$ cat config.mk
export PLATFORM = sky130hd
export DESIGN_NAME = uart_rx_fifo_ctrl
export DESIGN_NICKNAME = d
export VERILOG_FILES = /design/src/rtl/uart_rx_fifo_ctrl_pkg.sv /design/src/rtl/uart_rx_fifo_ctrl_sync_fifo.sv /design/src/rtl/uart_rx_fifo_ctrl.sv
export SDC_FILE = /design/constraint.sdc
export NUM_CORES = 1
export LEC_CHECK = 0
export CAP_MARGIN = 10
export CORE_UTILIZATION = 51
export DETAILED_ROUTE_END_ITERATION = 8
export PLACE_DENSITY = 0.75
export SKIP_CTS_REPAIR_TIMING = 1
export SYNTH_ARGS = -nofsm -noshare
export SYNTH_HDL_FRONTEND = slang
export SYNTH_SLANG_ARGS = --single-unit
$ cat constraint.sdc
create_clock -name clk -period 2.45 [get_ports clk]
set_input_delay 0.49 -clock clk [delete_from_list [all_inputs] [get_ports clk]]
set_output_delay 0.49 -clock clk [all_outputs]
set_load 0.02 [all_outputs]
$ cat src/rtl/uart_rx_fifo_ctrl_pkg.sv
// Definitions shared by the UART controllers: byte width, capture FSM encoding
// and the layout of one stored receive entry.
package uart_rx_fifo_ctrl_pkg;

  localparam int BYTE_W = 8;

  // The capture FSM has two states, held in a 1-bit register.
  localparam logic [0:0] ST_WAIT_RDY = 1'b0;
  localparam logic [0:0] ST_WAIT_LOW = 1'b1;

  typedef struct packed {
    logic              ferr;
    logic [BYTE_W-1:0] data;
  } rx_entry_t;

  localparam int ENTRY_W = $bits(rx_entry_t);

  function automatic logic [7:0] sat_inc8(input logic [7:0] v);
    return (v == 8'hFF) ? v : v + 8'd1;
  endfunction

endpackage

$ cat src/rtl/uart_rx_fifo_ctrl_sync_fifo.sv
// Generic first-word-fall-through FIFO: the head entry is always visible on dout.
// A push into a full FIFO is accepted only when a pop frees a slot in the same cycle.
module uart_sync_fifo #(
  parameter int WIDTH = 9,
  parameter int DEPTH = 8
) (
  input  logic                   clk,
  input  logic                   rst,
  input  logic                   push,
  input  logic [WIDTH-1:0]       din,
  input  logic                   pop,
  output logic [WIDTH-1:0]       dout,
  output logic                   full,
  output logic                   empty,
  output logic [$clog2(DEPTH):0] count
);

  localparam int AW = $clog2(DEPTH);
  localparam logic [AW:0]   FULL_CNT = (AW + 1)'(DEPTH);
  localparam logic [AW:0]   ONE_CNT  = (AW + 1)'(1);
  localparam logic [AW-1:0] ONE_PTR  = AW'(1);

  logic [WIDTH-1:0] mem [DEPTH];
  logic [AW-1:0]    wr_ptr_reg;
  logic [AW-1:0]    rd_ptr_reg;
  logic [AW:0]      count_reg;
  logic             do_push;
  logic             do_pop;

  assign empty   = (count_reg == '0);
  assign full    = (count_reg == FULL_CNT);
  assign do_pop  = pop & ~empty;
  assign do_push = push & (~full | do_pop);
  assign dout    = mem[rd_ptr_reg];
  assign count   = count_reg;

  // Storage is never reset; only pointers and occupancy define what is valid.
  always_ff @(posedge clk) begin
    if (do_push) begin
      mem[wr_ptr_reg] <= din;
    end
  end

  always_ff @(posedge clk) begin
    if (rst) begin
      wr_ptr_reg <= '0;
      rd_ptr_reg <= '0;
      count_reg  <= '0;
    end else begin
      if (do_push) begin
        wr_ptr_reg <= wr_ptr_reg + ONE_PTR;
      end
      if (do_pop) begin
        rd_ptr_reg <= rd_ptr_reg + ONE_PTR;
      end
      case ({do_push, do_pop})
        2'b10:   count_reg <= count_reg + ONE_CNT;
        2'b01:   count_reg <= count_reg - ONE_CNT;
        default: count_reg <= count_reg;
      endcase
    end
  end

endmodule

$ cat src/rtl/uart_rx_fifo_ctrl.sv
// Receive-side controller: captures one byte per RX_READY pulse into a FWFT FIFO,
// applies the frame-error drop policy and tracks overruns and frame-error counts.
module uart_rx_fifo_ctrl
  import uart_rx_fifo_ctrl_pkg::*;
#(
  parameter int DEPTH    = 8,
  parameter bit DROP_ERR = 1'b0
) (
  input  logic                   clk,
  input  logic                   rst,
  input  logic                   rx_en,
  input  logic                   rx_ready,
  input  logic [BYTE_W-1:0]      dq,
  input  logic                   frame_error,
  output logic                   out_valid,
  input  logic                   out_ready,
  output logic [BYTE_W-1:0]      out_data,
  output logic                   out_ferr,
  output logic [$clog2(DEPTH):0] count,
  output logic                   overrun,
  output logic [7:0]             err_cnt,
  input  logic                   clr_err
);

  logic [0:0] state_reg;
  logic [0:0] state_next;
  logic       capture;
  logic       cap_en;
  logic       err_event;
  logic       wr_req;
  logic       pop;
  logic       fifo_full;
  logic       fifo_empty;
  logic       overrun_set;
  logic       overrun_reg;
  logic [7:0] err_cnt_reg;
  rx_entry_t  wr_entry;
  rx_entry_t  head_entry;

  // A capture happens only on the first cycle of a ready level, never while it is held.
  assign capture = (state_reg == ST_WAIT_RDY) && rx_ready;

  always_comb begin
    state_next = state_reg;
    case (state_reg)
      ST_WAIT_RDY: if (rx_ready)  state_next = ST_WAIT_LOW;
      ST_WAIT_LOW: if (!rx_ready) state_next = ST_WAIT_RDY;
      default:     state_next = ST_WAIT_RDY;
    endcase
  end

  always_ff @(posedge clk) begin
    if (rst) begin
      state_reg <= ST_WAIT_RDY;
    end else begin
      state_reg <= state_next;
    end
  end

  assign cap_en      = capture & rx_en;
  assign err_event   = cap_en & frame_error;
  assign wr_req      = cap_en & ~(frame_error & DROP_ERR);
  assign pop         = out_valid & out_ready;
  assign overrun_set = wr_req & fifo_full & ~pop;
  assign wr_entry    = '{ferr: frame_error, data: dq};

  uart_sync_fifo #(
    .WIDTH (ENTRY_W),
    .DEPTH (DEPTH)
  ) u_fifo (
    .clk   (clk),
    .rst   (rst),
    .push  (wr_req),
    .din   (wr_entry),
    .pop   (out_ready),
    .dout  (head_entry),
    .full  (fifo_full),
    .empty (fifo_empty),
    .count (count)
  );

  // Clearing wins over a same-cycle set or increment.
  always_ff @(posedge clk) begin
    if (rst || clr_err) begin
      overrun_reg <= 1'b0;
      err_cnt_reg <= 8'd0;
    end else begin
      if (overrun_set) begin
        overrun_reg <= 1'b1;
      end
      if (err_event) begin
        err_cnt_reg <= sat_inc8(err_cnt_reg);
      end
    end
  end

  assign out_valid = ~fifo_empty;
  assign out_data  = head_entry.data;
  assign out_ferr  = head_entry.ferr;
  assign overrun   = overrun_reg;
  assign err_cnt   = err_cnt_reg;

endmodule

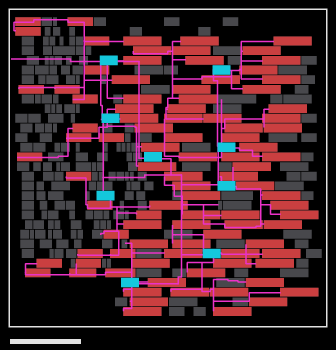
*Clock network drawn from the DEF, run 1*
The bar under the picture is 20 µm long.
[clock-net drivers] cyan | count: 9
[flip-flops] red | count: 95
[clock wires] magenta | length: 974 µm
routed clock nets: 10
flops lie: spread over the die

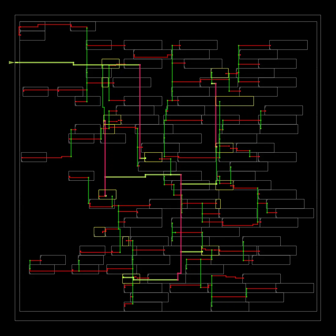
*The clock network, run 1*
Sink Count: 95
Flop Count: 95
total CTS buffers: 9
Clock buffer cells: 9

==> impl_metrics.env, run 1 <==
# physical design summary
export IMPL_outcome="complete, no violations"
export IMPL_max_slew_margin_pct=80.8
export IMPL_syn_inst=236
export IMPL_ys_ff=95
export IMPL_largest_area_cell="edfxtp_1"
export IMPL_cts_buffer_depth=2
export IMPL_synth_edff_count=72
export IMPL_crit_family="multiplexers"
export IMPL_cp_slowest_cell="mux4_2"
export IMPL_routed_wl_mm=6.99
export IMPL_vias=2172
export IMPL_dr_max_layer_used="met4"
export IMPL_wire_per_inst_um=17.3
export IMPL_clock_latency_ns=0.35
export IMPL_crit_fanout=9
export IMPL_worst_path_buf_inv=2
export IMPL_max_freq_mhz=418
export IMPL_crit_type="reg2out"
export IMPL_port_buffers=37
export IMPL_ant_nets=0
export IMPL_h_tree_depth=3
export IMPL_ys_cells=236
export IMPL_drive_gt1_share_pct=25.3
export IMPL_path_clk_slew_ns=0.08
export IMPL_fillers=569
export IMPL_ios=38
export IMPL_yosys_top_cells_area="edfxtp_1, dfxtp_1, mux4_2"
export IMPL_yosys_warnings=0
export IMPL_dp_cells=387
export IMPL_first_iter_violations=87
export IMPL_synth_main_ff_cell="edfxtp_1"
export IMPL_drt_met1_wl_mm=3.20
export IMPL_max_stage_delay_ns=0.50
export IMPL_min_path_type="reg2reg"
export IMPL_top_cell_area_share_pct=56.0
export IMPL_ys_chip_area_um2=3860
export IMPL_core_um2=7290
export IMPL_fin_crit_ns=2.39
export IMPL_slew_viol_final=0
export IMPL_critical_path_cell_chain="clkbuf_16, mux4_2, mux2_2, dlymetal6s2s_1"
export IMPL_finalHoldViolations=0
export IMPL_largest_reg_flops=72
export IMPL_fin_crit_sh_pct=97.6
export IMPL_vias_per_cell=5.39
export IMPL_grt_use_total_pct=19.0
export IMPL_syn_cell_area_um2=3860
export IMPL_async_reset_ff_share_pct=0
export IMPL_nets=321
export IMPL_drtPass1Iterations=4
export IMPL_overflow=0
export IMPL_setup_viol=0
export IMPL_most_common_cell="edfxtp_1"
export IMPL_dieWidth_um=89.0
export IMPL_ys_types=43
export IMPL_finalSetupTns_ns=0
export IMPL_worstSetupEndpointType="output port"
export IMPL_drcViolationCount=0
export IMPL_initial_utilization_pct=52.9
export IMPL_start_kind="flip-flop"
export IMPL_root_buffer="clkbuf_8"
export IMPL_ff_latch_area_um2=2630
export IMPL_grt_max_degree=19
export IMPL_leakage_uw=0.00166
export IMPL_grt_pass1_vias=2083
export IMPL_max_slew_worst_pin_slew_ns=0.288
export IMPL_final_instance_count_excl_fill=403
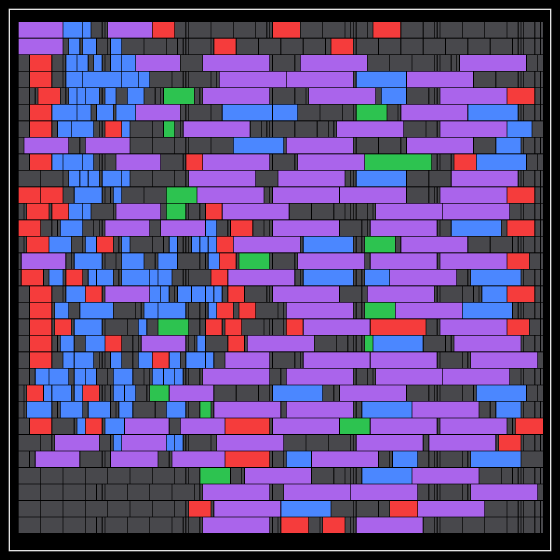
*Placement by cell class, run 1*
Fill, decap, tap and diode cells in gray.
| class | color | cells |
|---|---|---|
| clock drivers and dummy loads | green | 15 |
| sequential cells | purple | 95 |
| remaining buffers and delay cells | red | 63 |
| remaining logic cells | blue | 131 |
placement row count: 31
Seq area share: 55.4%
post-route cell area: 4740 µm²
Util after Layout: 65.1%

==> run 1: worst register-to-register path: stages, from the launching register on <==
cell     delay (ns)
dfxtp_2        0.37
or4_4          0.56
nand2_2        0.10
inv_1          0.06
ha_2           0.19
xor2_1         0.14
ha_1           0.18
a21oi_1        0.14
xor2_1         0.09
or3_1          0.30
a21oi_1        0.14
==> run 1: per-layer routing <==
metal | global-route usage [%] | up-vias
met5 | 0 | -
met2 | 31.2 | 39
met4 | 8.23 | 0
met1 | 24.9 | 1075
met3 | 4.06 | 11
li1 | - | 1047
==> run 1: final cells by class <==
cell class | count | area share [%]
Sequential cell | 95 | 55.4
Clock inverter | 6 | 1.29
Timing Repair Buffer | 63 | 13.3
Inverter | 2 | 0.158
Multi-Input combinational cell | 129 | 24.7
Tap cell | 99 | 2.61
Clock buffer | 9 | 2.61
==> run 1: cells in the final DEF, fill, tap and decap left out, types with 4 or more instances in the layout <==
cell	instances
o21ai_0	5
nand2b_1	4
or3_1	4
clkbuf_8	9
nor2_1	20
clkdlybuf4s50_1	28
ha_1	5
dfxtp_1	21
nand2_1	8
mux2_2	9
xor2_1	8
mux4_2	18
dlymetal6s2s_1	9
nand3_1	5
buf_4	23
a21oi_1	9
edfxtp_1	72
==> run 1: cells by family after synthesis <==
logic type,Yosys count,share of synthesized area (%)
DFF,95,68.0
and+or+nand+nor,60,8.47
muxes,29,13.7
AOI/OAI and AO/OA,25,4.09
buffers and inverters,12,1.82
xor gates and xnor gates,9,2.04
adders and majority gates,6,1.95
==> run 1: stage by stage <==
stage / cell area (µm²) / hold WS [ns] / utilization, % / worst slack, ns / total power [µW]
floorplan: 3860 / 0.454 / - / 0.0478 / 2500
global placement: 4510 / 0.470 / 61.8 / -0.0182 / 2850
detailed placement: 4510 / 0.471 / 61.8 / -0.0933 / 2870
CTS: 4690 / 0.483 / 64.3 / -0.341 / 3830
global route: 4740 / 0.526 / 65.1 / -0.00232 / 4010
finish: 4740 / 0.482 / 65.1 / 0.0585 / 3830
==> run 1: where the power goes <==
part	internal [µW]	switching, µW	total [µW]
combinational	550	460	1010
sequential	1790	61.3	1850
clock	465	509	973
total	2800	1030	3830
==> run 1: path summary, 6_finish.rpt <==
check | slack [ns] | end | cells after the start | startpoint
worst max register to register | 0.11 | u_fifo.count[2]$_SDFFE_PP0P_ | 10 | u_fifo.count[0]$_SDFFE_PP0P_
worst max-delay path | 0.06 | out_data[0] | 4 | flip-flop
worst min register to register | 0.48 | u_fifo.wr_ptr_reg[0]$_SDFFE_PP0P_ | 2 | u_fifo.wr_ptr_reg[0]$_SDFFE_PP0P_
worst min-delay path | 0.48 | u_fifo.wr_ptr_reg[0]$_SDFFE_PP0P_ | 2 | u_fifo.wr_ptr_reg[0]$_SDFFE_PP0P_
==> run 1 -> run 2 <==
Settings changed: CORE_UTILIZATION 51 to 30, CTS_BUF_LIST set to sky130_fd_sc_hd__clkbuf_8, PLACE_DENSITY 0.75 to not set.
==> impl_metrics.env, run 2 <==
# physical design summary
export IMPL_outcome="complete, no violations"
export IMPL_max_slew_worst_pin_slew_ns=0.275
export IMPL_grt_max_degree=19
export IMPL_crit_type="reg2out"
export IMPL_antenna_found_initial=0
export IMPL_required_ns=1.96
export IMPL_worstPathArrival_ns=1.89
export IMPL_worstSetupEndpointType="output port"
export IMPL_start_kind="flip-flop"
export IMPL_clock_latency_ns=0.36
export IMPL_dp_cells=463
export IMPL_mostFrequentLayoutCell="edfxtp_1"
export IMPL_die_area_um2=13300
export IMPL_setup_viol=0
export IMPL_dieWidth_um=115
export IMPL_vias=2164
export IMPL_drtPass1Iterations=4
export IMPL_top_cell_area_share_pct=56.0
export IMPL_synth_edff_count=72
export IMPL_drcViolationCount=0
export IMPL_r2r_cells=10
export IMPL_ys_seq_share_pct=68.0
export IMPL_first_iter_violations=152
export IMPL_fin_crit_sh_pct=97.0
export IMPL_peakVddDrop_uv=514
export IMPL_max_slew_margin_pct=81.6
export IMPL_hold_slack_ns=0.483
export IMPL_largest_reg_flops=72
export IMPL_ant_nets=0
export IMPL_wire_per_inst_um=15.3
export IMPL_crit_fanout=9
export IMPL_routed_wl_mm=7.34
export IMPL_reg2reg_from="u_fifo.count[3]$_SDFFE_PP0P_"
export IMPL_ios=38
export IMPL_gp_congestion=0.761
export IMPL_dpl_worst_slack_ns=-0.0542
export IMPL_fin_total_pwr_uw=3860
export IMPL_ys_chip_area_um2=3860
export IMPL_ff_latch_area_um2=2630
export IMPL_utilization_pct=38.2
export IMPL_postSynthNetCount=257
export IMPL_endpoint="out_data[0]"
export IMPL_path_clk_slew_ns=0.08
export IMPL_nets=324
export IMPL_combGateArea_um2=1170
export IMPL_grt_pass1_vias=2227
export IMPL_fin_crit_ns=2.38
export IMPL_yosys_top_cells_area="edfxtp_1, dfxtp_1, mux4_2"
export IMPL_leakage_uw=0.00160
export IMPL_rr_endpoint="u_fifo.count[2]$_SDFFE_PP0P_"
export IMPL_async_reset_ff_share_pct=0
export IMPL_p_per_area_nw_per_um2=804
export IMPL_synth_main_ff_cell="edfxtp_1"
export IMPL_syn_cell_area_um2=3860
export IMPL_final_instance_count_excl_fill=480
export IMPL_fillers=1207
export IMPL_area_growth_pct=24.6
export IMPL_r2r_slack_ns=0.14
export IMPL_slew_viol_final=0
export IMPL_top_cells_by_count="edfxtp_1, dfxtp_1, nor2_1"
export IMPL_cts_tree="yes"
export IMPL_final_cell_mix="edfxtp_1, clkdlybuf4s50_1, buf_4"
export IMPL_syn_inst=236
export IMPL_drive_gt1_share_pct=28.2
export IMPL_core_um2=12600
export IMPL_maxCapViolations=0
export IMPL_dp_hpwl_mm=4.63
export IMPL_ys_ff=95
export IMPL_max_freq_mhz=421
export IMPL_most_common_cell="edfxtp_1"
export IMPL_synth_avg_cell_area_um2=16.3
export IMPL_grt_pass1_wl_mm=11.4
export IMPL_yosys_warnings=0
export IMPL_worstHoldStart="u_fifo.rd_ptr_reg[1]$_SDFFE_PP0P_"
export IMPL_chipHeight_um=115
export IMPL_grt_use_total_pct=11.8
export IMPL_finalHoldViolations=0
export IMPL_vias_per_cell=4.51
export IMPL_root_buffer="clkbuf_8"
export IMPL_ys_types=43
export IMPL_port_buffers=37
export IMPL_initial_utilization_pct=30.7
export IMPL_clock_sinks=95
export IMPL_h_tree_depth=3
export IMPL_ys_cells=236
export IMPL_warnings=27
export IMPL_largest_area_cell="edfxtp_1"
export IMPL_rows=41
export IMPL_cts_buffer_depth=2
export IMPL_layout_setup_ws_ns=0.0735
export IMPL_min_path_type="reg2reg"
export IMPL_numCtsBuffers=9
export IMPL_num_antenna_cells=0
export IMPL_overflow=0
[run 2: critical path, cell delays in order (launching register included)]
cell and delay (ns):
dfxtp_4 0.39, buf_12 0.16, mux4_2 0.51, mux2_2 0.27, dlymetal6s2s_1 0.20
[run 2: cells by family (layout without fill, tap and decap cells)]
logic type / after synthesis / after routing / synth area share (%)
AOI/OAI and AO/OA: 25 / 25 / 4.09
xor gates and xnor gates: 9 / 9 / 2.04
adders and majority gates: 6 / 6 / 1.95
buffers and inverters: 12 / 84 / 1.82
DFF: 95 / 95 / 68.0
muxes: 29 / 29 / 13.7
and+or+nand+nor: 60 / 60 / 8.47
[run 2: where the power goes]
part / internal [µW] / leakage [µW] / switching, µW
Combinational: 534 / 0.000669 / 481
Sequential: 1790 / 0.000837 / 39.8
Clock: 474 / 0.0000995 / 547
Total: 2790 / 0.00160 / 1070
[run 2: worst min-delay path by stage]
stage | end | slack [ns] | cells after the start
after floorplan | u_fifo.wr_ptr_reg[0]$_SDFFE_PP0P_ | 0.45 | 2
after global placement | u_fifo.wr_ptr_reg[0]$_SDFFE_PP0P_ | 0.46 | 2
after detailed placement | u_fifo.rd_ptr_reg[1]$_SDFFE_PP0P_ | 0.48 | 2
after CTS | u_fifo.rd_ptr_reg[1]$_SDFFE_PP0P_ | 0.49 | 2
after global routing | u_fifo.rd_ptr_reg[1]$_SDFFE_PP0P_ | 0.51 | 2
final | u_fifo.rd_ptr_reg[1]$_SDFFE_PP0P_ | 0.48 | 2
[run 2: final cells by class]
class                           instances  area share (%)
Sequential cell                        95            54.7
Clock buffer                            9            2.58
Tap cell                              172            4.48
Clock inverter                          7            1.43
Inverter                                2           0.156
Timing Repair Buffer                   66            12.3
Multi-Input combinational cell        129            24.3
[run 2: metal layers]
layer  vias up  track usage (%)  share of wire [%]
met5         -                0                  0
met4         0             3.64                1.3
met3         7             3.48                4.2
met2        46             19.8                 49
met1      1061             14.6                 46
li1       1050                -                  -
[run 2: per-stage QoR]
| step | TNS [ns] | instance area, µm² |
|---|---|---|
| floorplan | 0 | 3860 |
| finish | 0 | 4800 |
| CTS | -3.01 | 4810 |
| detailed placement | -0.105 | 4620 |
| global placement | -0.0242 | 4620 |
| global route | -0.00602 | 4800 |
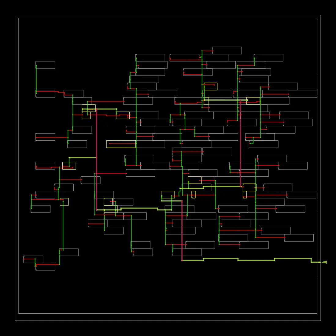
*The clock network, run 2*
P_clk: 1020 µW
final clock skew: 0.00880 ns

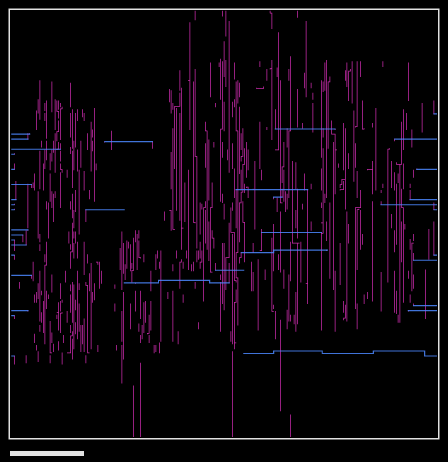
*Routed metal, one color a layer, run 2*
The bar under the picture is 20 µm long. Two of the layers only.
| layer | color | wire length |
|---|---|---|
| M2 | magenta | 3600 µm |
| M3 | blue | 309 µm |

Power and IR drop assume default switching activity.
